### src/rtl/parking_zone_manager.sv
// ----------------------------------------------------------------------------
// parking_zone_manager
//
// Tracks occupancy of NUM_ZONES independent parking zones. Each zone has an
// entry and an exit sensor. A rising edge on a sensor is one car event. Entry
// events open that zone's gate for GATE_HOLD cycles, or are refused with a
// one-cycle Reject pulse when the zone is full.
//
// Optional feature macro: PARKING_ERR_FLAG_EN
//   defined   : ERR is a sticky flag. It is set by any Reject or by an exit
//               event ignored at count 0, and cleared only by RESET.
//   undefined : ERR is tied to 0 and no error logic is built.
//
// Ports
//   CLK              in   clock, rising-edge active
//   RESET            in   synchronous, active-high reset
//   ENTRY_sensor     in   [NUM_ZONES]        per-zone entry sensor level
//   EXIT_sensor      in   [NUM_ZONES]        per-zone exit sensor level
//   Parking_count    out  [NUM_ZONES*CNT_W]  occupied count, zone z at [z*CNT_W +: CNT_W]
//   Available_spots  out  [NUM_ZONES*CNT_W]  ZONE_CAP minus count, same packing
//   Total_count      out  [8]                sum of all zone counts
//   FULL / EMPTY     out  [NUM_ZONES]        count==ZONE_CAP / count==0
//   ALL_FULL         out  1                  every zone full
//   GATE_open        out  [NUM_ZONES]        per-zone entry gate drive
//   Reject           out  [NUM_ZONES]        one-cycle refusal pulse
//   ERR              out  1                  sticky error flag (see macro)
// ----------------------------------------------------------------------------
module parking_zone_manager #(
    parameter int NUM_ZONES = 2,
    parameter int ZONE_CAP  = 8,
    parameter int CNT_W     = 4,
    parameter int GATE_HOLD = 3
) (
    input  logic                       CLK,
    input  logic                       RESET,
    input  logic [NUM_ZONES-1:0]       ENTRY_sensor,
    input  logic [NUM_ZONES-1:0]       EXIT_sensor,
    output logic [NUM_ZONES*CNT_W-1:0] Parking_count,
    output logic [NUM_ZONES*CNT_W-1:0] Available_spots,
    output logic [7:0]                 Total_count,
    output logic [NUM_ZONES-1:0]       FULL,
    output logic [NUM_ZONES-1:0]       EMPTY,
    output logic                       ALL_FULL,
    output logic [NUM_ZONES-1:0]       GATE_open,
    output logic [NUM_ZONES-1:0]       Reject,
    output logic                       ERR
);

    // Timer holds the remaining open cycles minus one, so GATE_HOLD-1 max.
    localparam int HOLD_W = (GATE_HOLD > 1) ? $clog2(GATE_HOLD) : 1;

    typedef enum logic {
        GATE_CLOSED = 1'b0,
        GATE_OPEN   = 1'b1
    } gate_state_e;

    // Edge detection
    logic [NUM_ZONES-1:0] entry_prev_q, exit_prev_q;
    logic [NUM_ZONES-1:0] entry_edge, exit_edge;

    assign entry_edge = ENTRY_sensor & ~entry_prev_q;
    assign exit_edge  = EXIT_sensor  & ~exit_prev_q;

    // Occupancy datapath
    logic [CNT_W-1:0]             count_q [NUM_ZONES];
    logic [CNT_W-1:0]             count_d [NUM_ZONES];
    logic [NUM_ZONES-1:0]         grant;
    logic [NUM_ZONES-1:0]         reject_d, reject_q;
    logic [NUM_ZONES-1:0]         full_d, full_q;
    logic [NUM_ZONES-1:0]         empty_d, empty_q;
    logic                         all_full_d, all_full_q;
    logic [7:0]                   total_d, total_q;
    logic [NUM_ZONES*CNT_W-1:0]   avail_d, avail_q;

    // Gate FSM
    gate_state_e                  gate_q  [NUM_ZONES];
    gate_state_e                  gate_d  [NUM_ZONES];
    logic [HOLD_W-1:0]            timer_q [NUM_ZONES];
    logic [HOLD_W-1:0]            timer_d [NUM_ZONES];

    // Count update and derived status. Status outputs are computed from the
    // next count so they are registered on the same edge as the count itself.
    always_comb begin
        grant      = '0;
        reject_d   = '0;
        full_d     = '0;
        empty_d    = '0;
        avail_d    = '0;
        total_d    = '0;
        for (int unsigned z = 0; z < NUM_ZONES; z++) begin
            count_d[z] = count_q[z];
            if (entry_edge[z] && exit_edge[z]) begin
                // A car leaving frees the spot the arriving car takes.
                grant[z] = 1'b1;
            end else if (entry_edge[z]) begin
                if (count_q[z] == CNT_W'(ZONE_CAP)) begin
                    reject_d[z] = 1'b1;
                end else begin
                    count_d[z] = count_q[z] + CNT_W'(1);
                    grant[z]   = 1'b1;
                end
            end else if (exit_edge[z]) begin
                if (count_q[z] != '0) begin
                    count_d[z] = count_q[z] - CNT_W'(1);
                end
            end
            full_d[z]                   = (count_d[z] == CNT_W'(ZONE_CAP));
            empty_d[z]                  = (count_d[z] == '0);
            avail_d[z*CNT_W +: CNT_W]   = CNT_W'(ZONE_CAP) - count_d[z];
            total_d                     = total_d + 8'(count_d[z]);
        end
        all_full_d = &full_d;
    end

    // Gate next-state: a grant (re)loads the hold timer in either state.
    always_comb begin
        for (int unsigned z = 0; z < NUM_ZONES; z++) begin
            gate_d[z]  = gate_q[z];
            timer_d[z] = timer_q[z];
            case (gate_q[z])
                GATE_CLOSED: begin
                    if (grant[z]) begin
                        gate_d[z]  = GATE_OPEN;
                        timer_d[z] = HOLD_W'(GATE_HOLD - 1);
                    end
                end
                GATE_OPEN: begin
                    if (grant[z]) begin
                        timer_d[z] = HOLD_W'(GATE_HOLD - 1);
                    end else if (timer_q[z] == '0) begin
                        gate_d[z] = GATE_CLOSED;
                    end else begin
                        timer_d[z] = timer_q[z] - HOLD_W'(1);
                    end
                end
                default: gate_d[z] = GATE_CLOSED;
            endcase
        end
    end

    always_ff @(posedge CLK) begin
        if (RESET) begin
            entry_prev_q <= '0;
            exit_prev_q  <= '0;
            reject_q     <= '0;
            full_q       <= '0;
            empty_q      <= '1;
            all_full_q   <= 1'b0;
            total_q      <= '0;
            for (int unsigned z = 0; z < NUM_ZONES; z++) begin
                count_q[z]                <= '0;
                gate_q[z]                 <= GATE_CLOSED;
                timer_q[z]                <= '0;
                avail_q[z*CNT_W +: CNT_W] <= CNT_W'(ZONE_CAP);
            end
        end else begin
            entry_prev_q <= ENTRY_sensor;
            exit_prev_q  <= EXIT_sensor;
            reject_q     <= reject_d;
            full_q       <= full_d;
            empty_q      <= empty_d;
            all_full_q   <= all_full_d;
            total_q      <= total_d;
            avail_q      <= avail_d;
            for (int unsigned z = 0; z < NUM_ZONES; z++) begin
                count_q[z] <= count_d[z];
                gate_q[z]  <= gate_d[z];
                timer_q[z] <= timer_d[z];
            end
        end
    end

    always_comb begin
        Parking_count = '0;
        GATE_open     = '0;
        for (int unsigned z = 0; z < NUM_ZONES; z++) begin
            Parking_count[z*CNT_W +: CNT_W] = count_q[z];
            GATE_open[z]                    = (gate_q[z] == GATE_OPEN);
        end
    end

    assign Available_spots = avail_q;
    assign Total_count     = total_q;
    assign FULL            = full_q;
    assign EMPTY           = empty_q;
    assign ALL_FULL        = all_full_q;
    assign Reject          = reject_q;

`ifdef PARKING_ERR_FLAG_EN
    logic [NUM_ZONES-1:0] ignored_exit;
    logic                 err_q;

    // An exit paired with an entry in the same cycle is not an ignored exit.
    always_comb begin
        ignored_exit = '0;
        for (int unsigned z = 0; z < NUM_ZONES; z++) begin
            ignored_exit[z] = exit_edge[z] && !entry_edge[z] && (count_q[z] == '0);
        end
    end

    always_ff @(posedge CLK) begin
        if (RESET) begin
            err_q <= 1'b0;
        end else if ((|reject_d) || (|ignored_exit)) begin
            err_q <= 1'b1;
        end
    end

    assign ERR = err_q;
`else
    assign ERR = 1'b0;
`endif

endmodule

### config.mk
export PLATFORM = sky130hd
export DESIGN_NAME = parking_zone_manager
export DESIGN_NICKNAME = d
export VERILOG_FILES = /design/src/rtl/parking_zone_manager.sv
export SDC_FILE = /design/constraint.sdc
export NUM_CORES = 1
export LEC_CHECK = 0
export CAP_MARGIN = 20
export CORE_UTILIZATION = 34
export DETAILED_ROUTE_END_ITERATION = 7
export GPL_TIMING_DRIVEN = 0
export RECOVER_POWER = 25
export SYNTH_ARGS = -nofsm -noshare
export SYNTH_HDL_FRONTEND = slang
export SYNTH_SLANG_ARGS = --single-unit
### constraint.sdc
create_clock -name CLK -period 2.7 [get_ports CLK]
set_input_delay 0.54 -clock CLK [delete_from_list [all_inputs] [get_ports CLK]]
set_output_delay 0.54 -clock CLK [all_outputs]
set_load 0.01 [all_outputs]
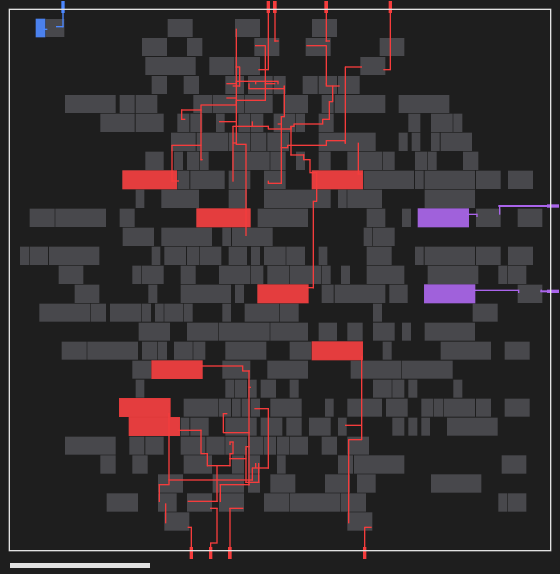
(run_1/port_trees.png)
Scale bar: 20 µm.
[ERR] blue | direction: output | end cells: 1 | buffers: 1 | wire: 3.60 µm
[EMPTY] purple | direction: output | end cells: 2 | buffers: 2 | wire: 17.2 µm
[Parking_count] red | direction: output | end cells: 8 | buffers: 10 | wire: 409 µm

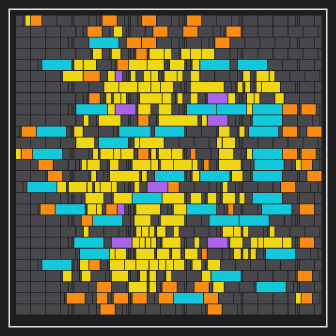
(run_1/class_map.png)
Fill, decap, tap and diode cells in gray.
[remaining buffers and delay cells] orange | cells: 54 | share of their area: 20%
[clock drivers and dummy loads] purple | cells: 8 | share of their area: 3.8%
[remaining logic cells] yellow | cells: 160 | share of their area: 47%
[registers] cyan | cells: 36 | share of their area: 29%

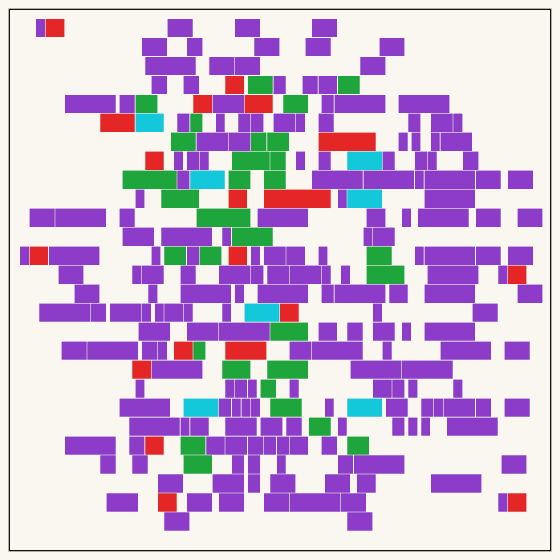
(run_1/sizing.png)
[x1 and smaller] purple | cells: 202 | share: 78%
[x6 and larger] cyan | cells: 7 | share: 2.7%
[x2] green | cells: 30 | share: 12%
[x3 and x4] red | cells: 19 | share: 7.4%
Non-clk bufs: 54
Setup WS post-layout: 0.1098 ns
synthesis-to-layout area growth: 31.61%
design area: 2542 µm²

==> flow_metrics.py, run 1 <==
# Generated from Yosys and OpenROAD reports
metrics = {
    "run_status": {
        "status": "finished clean",
    },
    "synth": {
        "synth_top_area_share_pct": 37.31,
        "fa_ha_area_share_pct": 8.808,
        "avgSynthCellArea_um2": 9.378,
        "flop_cell": "dfxtp_1",
        "netlist_area_um2": 1932,
        "ys.warnings.count": 0,
        "synthTopLogicFamily": "simple AND/OR/NAND/NOR gates",
    },
    "clock_network": {
        "hold_buffers": 0,
        "clk_pin_slew_ns": 0.07,
        "cts_buffers": 5,
    },
    "drt": {
        "vias": 1516,
        "dr_wl_met2_mm": 1.684,
        "drc": 0,
        "antenna_left": 0,
        "wl_mm": 3.818,
        "first_iter_violations": 43,
    },
    "critical_path": {
        "r2r-start": "count_q[0][1]",
        "required_ns": 2.92,
        "cp.arrival_ns": 2.81,
        "critical_path_class": "in -> reg",
        "path_buffers": 4,
        "crit_fanout": 8,
        "r2r_end": "Total_count[4]",
    },
    "timing": {
        "hold-worst-slack_ns": 0.4483,
        "worstMarginPinSlew_ns": 0.5975,
        "period_used_pct": 95.93,
    },
    "floorplanning": {
        "chipArea_um2": 5988,
        "rows": 27,
    },
    "placed_design": {
        "dp_slack_ns": -0.3064,
        "dp.cells": 316,
    },
    "power": {
        "ir_drop_v": 0.0002608,
    },
    "finish": {
        "seq-cell-share_pct": 28.44,
        "layout_top_cell": "dfxtp_1",
        "largest_reg_flops": 8,
        "final_cell_mix": "dfxtp_1 (34), clkdlybuf4s50_1 (25), nor2_1 (22)",
        "multi_input_comb_cells": 143,
    },
    "global_routing": {
        "grt_pass1_vias": 1315,
        "grt_usage_pct": 13.95,
        "met3_usage_pct": 4.471,
    },
}
run 1: worst max-delay path by stage:
| stage | cells past startpoint | start | slack [ns] | end |
|---|---|---|---|---|
| after floorplan | 12 | Available_spots[0] | 0.20 | Total_count[3] |
| after global placement | 12 | EXIT_sensor[0] | -0.28 | Total_count[3] |
| after detailed placement | 12 | EXIT_sensor[0] | -0.31 | Total_count[3] |
| after CTS | 12 | EXIT_sensor[1] | 0.05 | Total_count[3] |
| after global routing | 13 | EXIT_sensor[0] | -0.04 | Total_count[4] |
| final | 13 | EXIT_sensor[0] | 0.11 | Total_count[4] |
run 1: power by group:
part	leakage (nW)	internal, mW	switching, mW
Clock	0.0510	0.204	0.195
Combinational	0.705	0.380	0.342
Sequential	0.296	0.621	0.0517
==> run 2: changes to the inputs <==
--- a/config.mk
+++ b/config.mk
@@ -7,7 +7,9 @@
 export LEC_CHECK = 0
 export CAP_MARGIN = 20
 export CORE_UTILIZATION = 34
+export CTS_CLUSTER_DIAMETER = 50
 export DETAILED_ROUTE_END_ITERATION = 7
+export GPL_ROUTABILITY_DRIVEN = 0
 export GPL_TIMING_DRIVEN = 0
 export RECOVER_POWER = 25
 export SYNTH_ARGS = -nofsm -noshare
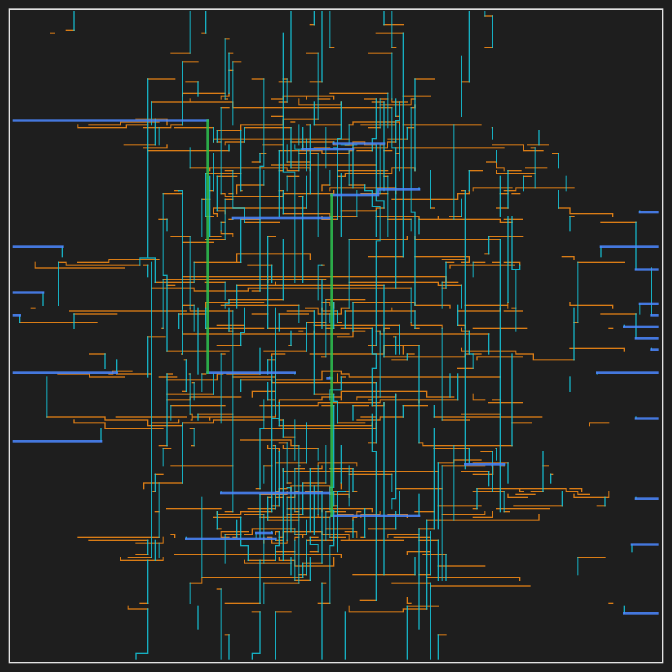
(run_2/layers.png)
[M3] blue | wire length: 182 µm
[M4] green | wire length: 68.0 µm
[M2] cyan | wire length: 1680 µm
[M1] orange | wire length: 1880 µm
Wirelength per Cell: 11.57 µm
via count: 1516
total wire length: 3.818 mm
Tot GR Track Use: 13.95%

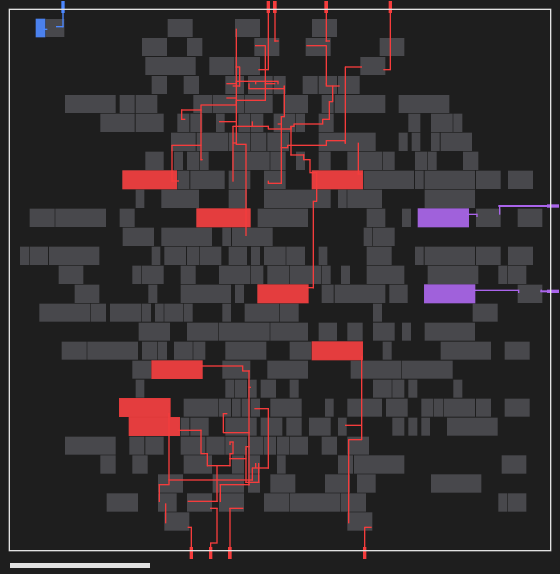
(run_2/port_trees.png)
Scale bar: 20 µm.
[Parking_count] red | direction: output | end cells: 8 | buffers: 10 | wire: 409 µm
[ERR] blue | direction: output | end cells: 1 | buffers: 1 | wire: 3.60 µm
[EMPTY] purple | direction: output | end cells: 2 | buffers: 2 | wire: 17.2 µm

==> run 2 against run 1 <==
Against the previous run: register-to-register slack is essentially flat; first-iteration DRC count is the same; die size is the same; fmax is the same; clock power is essentially flat; sequential power is essentially flat; sequential share of layout area is the same; via count is the same; final cell count is the same; critical endpoint unchanged; largest cell class unchanged.
==> flow_metrics.py, run 2 <==
# Generated from Yosys and OpenROAD reports
metrics = {
    "clock_network": {
        "clk_pin_slew_ns": 0.07,
        "hold_buffers": 0,
        "cts_buffers": 5,
    },
    "synth": {
        "avgSynthCellArea_um2": 9.378,
        "ys.warnings.count": 0,
        "netlist_area_um2": 1932,
        "fa_ha_area_share_pct": 8.808,
        "flop_cell": "dfxtp_1",
        "synth_top_area_share_pct": 37.31,
        "synthTopLogicFamily": "simple AND/OR/NAND/NOR gates",
    },
    "power": {
        "ir_drop_v": 0.0002608,
        "power.switching_mw": 0.5889,
        "pwr-share-clk_pct": 22.2,
        "p_int_mw": 1.204,
        "swShare_pct": 32.84,
        "pg_clk_mw": 0.399,
        "seq_power_share_pct": 37.5,
        "maxPowerGroup": "combinational logic",
        "powerSeq_mw": 0.673,
        "finalPower_mw": 1.793,
        "comb_power_mw": 0.722,
    },
    "timing": {
        "hold-worst-slack_ns": 0.4483,
        "worstMarginPinSlew_ns": 0.5975,
        "worst_slack_ns": 0.1098,
    },
    "critical_path": {
        "cp.arrival_ns": 2.81,
        "required_ns": 2.92,
        "critical_path_class": "in -> reg",
        "crit_fanout": 8,
    },
    "finish": {
        "syn_to_final_growth_pct": 31.61,
        "multi_input_comb_cells": 143,
        "final_cell_mix": "dfxtp_1 (34), clkdlybuf4s50_1 (25), nor2_1 (22)",
        "largest_reg_flops": 8,
        "logic_area_um2": 1089,
        "fin_area_um2": 2542,
    },
    "global_routing": {
        "grt_pass1_vias": 1315,
    },
    "run": {
        "cap_viol_max_count": 0,
    },
    "drt": {
        "dr_wl_met2_mm": 1.684,
        "antenna_left": 0,
        "first_iter_violations": 43,
        "met3_length_um": 181,
        "drc": 0,
    },
    "floorplanning": {
        "chipArea_um2": 5988,
    },
    "run_status": {
        "status": "finished clean",
    },
    "placed_design": {
        "dp_slack_ns": -0.3064,
    },
}
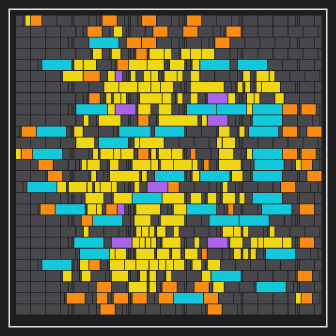
(run_2/class_map.png)
Fill, decap, tap and diode cells in gray.
[clock drivers and dummy loads] purple | cells: 8 | share of their area: 3.8%
[remaining logic cells] yellow | cells: 160 | share of their area: 47%
[registers] cyan | cells: 36 | share of their area: 29%
[remaining buffers and delay cells] orange | cells: 54 | share of their area: 20%
flop share of the area: 28.44%
CORE AREA: 5507 µm²
Cell Rows: 27
Util after Layout: 46.17%

==> run 2: critical path, cell delays in order <==
cell	delay (ns)
clkdlybuf4s50_1	0.49
nor2b_1	0.14
buf_4	0.17
nor2_2	0.06
a2bb2oi_2	0.17
xnor2_2	0.18
inv_1	0.08
ha_1	0.15
inv_1	0.05
fa_1	0.39
nor2b_2	0.14
o21ai_0	0.10
a21oi_1	0.14
==> run 2: path summary, 6_finish.rpt <==
check / start / endpoint / slack, ns
max: EXIT_sensor[0] / Total_count[4] / 0.11
min: entry_prev_q[1] / Reject[1] / 0.45
max reg2reg: count_q[0][1] / Total_count[4] / 0.22
min reg2reg: entry_prev_q[1] / Reject[1] / 0.45
==> run 2: what timing repair did <==
action,4_1_cts,5_1_grt
setup endpoints to repair,1,3
resized,1,9
buffers inserted,1,5
pin swaps,0,2
Power figures rest on the tool's default switching activity, not on a simulated workload.
